==> images/layer_met4.png <==
Drawn at 4 px/µm.
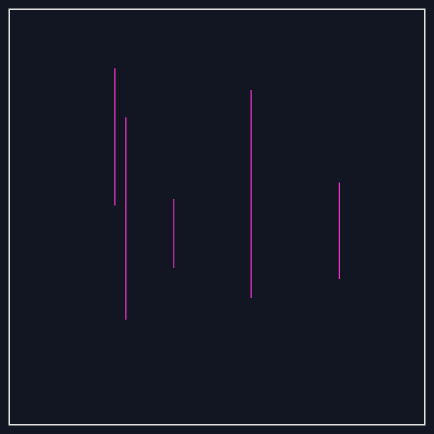
==> images/clk_routes.png <==
Drawn at 6 px/µm.
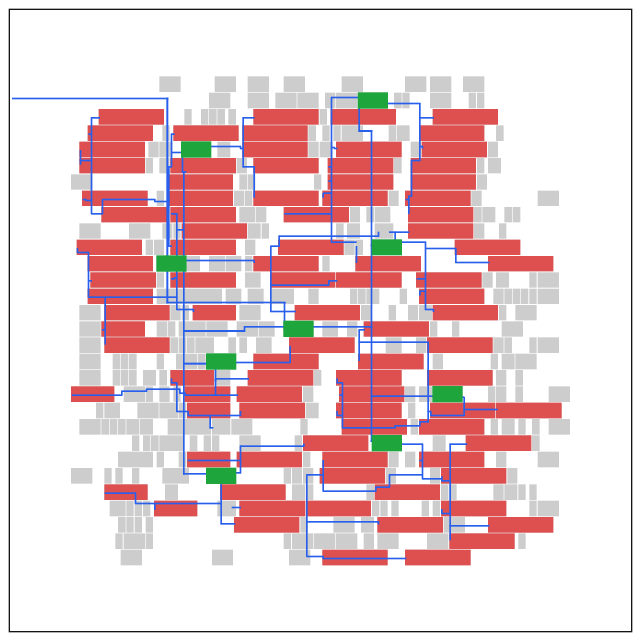
==> config.mk <==
export PLATFORM = sky130hd
export DESIGN_NAME = out_alu
export DESIGN_NICKNAME = d
export VERILOG_FILES = /design/src/rtl/alu_pkg.sv /design/src/rtl/out_alu_fifo.sv /design/src/rtl/out_alu.sv
export SDC_FILE = /design/constraint.sdc
export NUM_CORES = 1
export LEC_CHECK = 0
export ABC_AREA = 1
export CORE_MARGIN = 10
export CORE_UTILIZATION = 55
export CTS_CLUSTER_DIAMETER = 60
export DETAILED_ROUTE_END_ITERATION = 10
export GPL_ROUTABILITY_DRIVEN = 0
export HOLD_SLACK_MARGIN = 0.02
export PLACE_DENSITY_LB_ADDON = 0.3
export SLEW_MARGIN = 0
export SYNTH_ARGS = -nofsm -noshare
export SYNTH_HDL_FRONTEND = slang
export SYNTH_HIERARCHICAL = 1
export SYNTH_SLANG_ARGS = --single-unit
==> constraint.sdc <==
create_clock -name clk -period 3.95 [get_ports clk]
set_clock_uncertainty 0.2 [all_clocks]
set_input_delay 1.185 -clock clk [delete_from_list [all_inputs] [get_ports clk]]
set_output_delay 1.185 -clock clk [all_outputs]
set_load 0.01 [all_outputs]
==> results_dict.tcl <==
# metrics dict for downstream scripts
set metrics [dict create \
    ys_ff 93 \
    final_cells 472 \
    placed_cells 456 \
    maxCapViolCount 0 \
    critPathBufInv 3 \
    final.setup.tns_ps 0 \
    synth_nets 344 \
    n_fill_cell 507 \
    coreArea_mm2 0.00679 \
    layout.nets 399 \
    ys_sh_adder_pct 1.18 \
    crit_chain "buf_4, o21ai_0, o22ai_1, inv_1, nor2_1, clkdlybuf4s50_1" \
    power_mw 2.87 \
    setup_viol_count_final 0 \
    critPathMaxStageDelay_ps 720 \
    fp.dieW_um 103 \
    final_max_slew_viol_count 0 \
    synth_chip_area_mm2 0.00383 \
    lay_top_cells "edfxtp_1 (84), nor2_1 (76), clkdlybuf4s50_1 (48)" \
    yosysCellCount 316 \
    cp-start-kind "flip-flop" \
    worstMarginPinSlew_ps 770 \
    grt_pass1_wl_um 12000 \
    ys_sh_mux_pct 0 \
    ir_drop_mv 0.454 \
    holdBufCountCts 0 \
    grt.total_usage_pct 15.0 \
    crit_family "buffers and inverters" \
    io_pins 49 \
    largest_reg_flops 84 \
    cp_max_fo 29 \
    met2WireLength_um 3790 \
    status "completed" \
    postCtsSetupRepairBufs 0 \
    areaGrowthSynthToFinish_pct 19.9 \
    aoi_share_pct 9.66 \
    synthCells 316 \
    cts_num_sinks 93 \
    final-hold-violation-count 0 \
    leakage_nw 1.69 \
    period_needed_ps 3780 \
    crit_cells 6 \
    drcViolationCount 0 \
    portBuffers 48 \
    pre_cts_slack_ps 442 \
    die_h_um 103 \
]
## Picture notes: layer_met4.png
The layer carries 177 µm of wire. The longest straight run is 51.7 µm.
WL final: 7370 µm
Vias: 2436

## Picture notes: clk_routes.png
Blue stands for clock wires, length 904 µm. Red stands for flip-flops, count 93. Green stands for clock drivers, count 9.
There are 10 routed clock nets.
clock share of power: 21.5%
Late-Pin Clk Latency: 350 ps
Clock group: 618 µW

==> cells by family after synthesis <==
family	count (synthesis)
AND/OR/NAND/NOR	98
XOR/XNOR	2
flip-flops	93
AND-OR/OR-AND	66
buffers and inverters	54
adder cells (fa/ha/maj)	3
==> metal layers <==
layer | vias to the layer above | track usage, %
met1 | 1163 | 17.4
li1 | 1201 | -
met5 | - | 0
met4 | 0 | 7.91
met2 | 56 | 25.2
met3 | 16 | 3.46
==> cell usage after synthesis, types with 3 or more instances <==
cell / n / share of area (%)
nor3_1: 4 / 0.52
o22ai_1: 21 / 3.4
inv_2: 3 / 0.29
o21ai_0: 24 / 3.1
dfxtp_1: 9 / 4.7
o21ai_1: 18 / 2.4
buf_6: 9 / 2.6
inv_1: 35 / 3.4
buf_2: 4 / 0.52
nand2_1: 10 / 0.98
nor2_1: 76 / 7.4
edfxtp_1: 84 / 66
==> worst min-delay path, delay by kind of cell, from the launching register on <==
kind	cells	cell delay, ps
AND/OR/NAND/NOR	2	150
flip-flops	1	330
==> metrics by stage <==
step | hold slack, ps | cell area (µm²)
after floorplan | 274 | 3830
after global placement | 291 | 4400
after detailed placement | 301 | 4400
after CTS | 312 | 4600
after global routing | 359 | 4600
final | 310 | 4600
==> where the power goes <==
part	internal, mW	switching [mW]	leakage, nW	total [mW]
registers	1.21	0.0744	0.840	1.28
clock network	0.295	0.324	0.0976	0.618
logic	0.435	0.534	0.750	0.969
==> area by class of cell <==
cell class | count | area share [%]
Inverter | 39 | 3.35
Timing Repair Buffer | 59 | 12.2
Sequential cell | 93 | 58.8
Tap cell | 96 | 2.61
Multi-Input combinational cell | 169 | 18.7
Clock buffer | 9 | 2.69
Clock inverter | 7 | 1.58
Power and IR drop assume default switching activity.
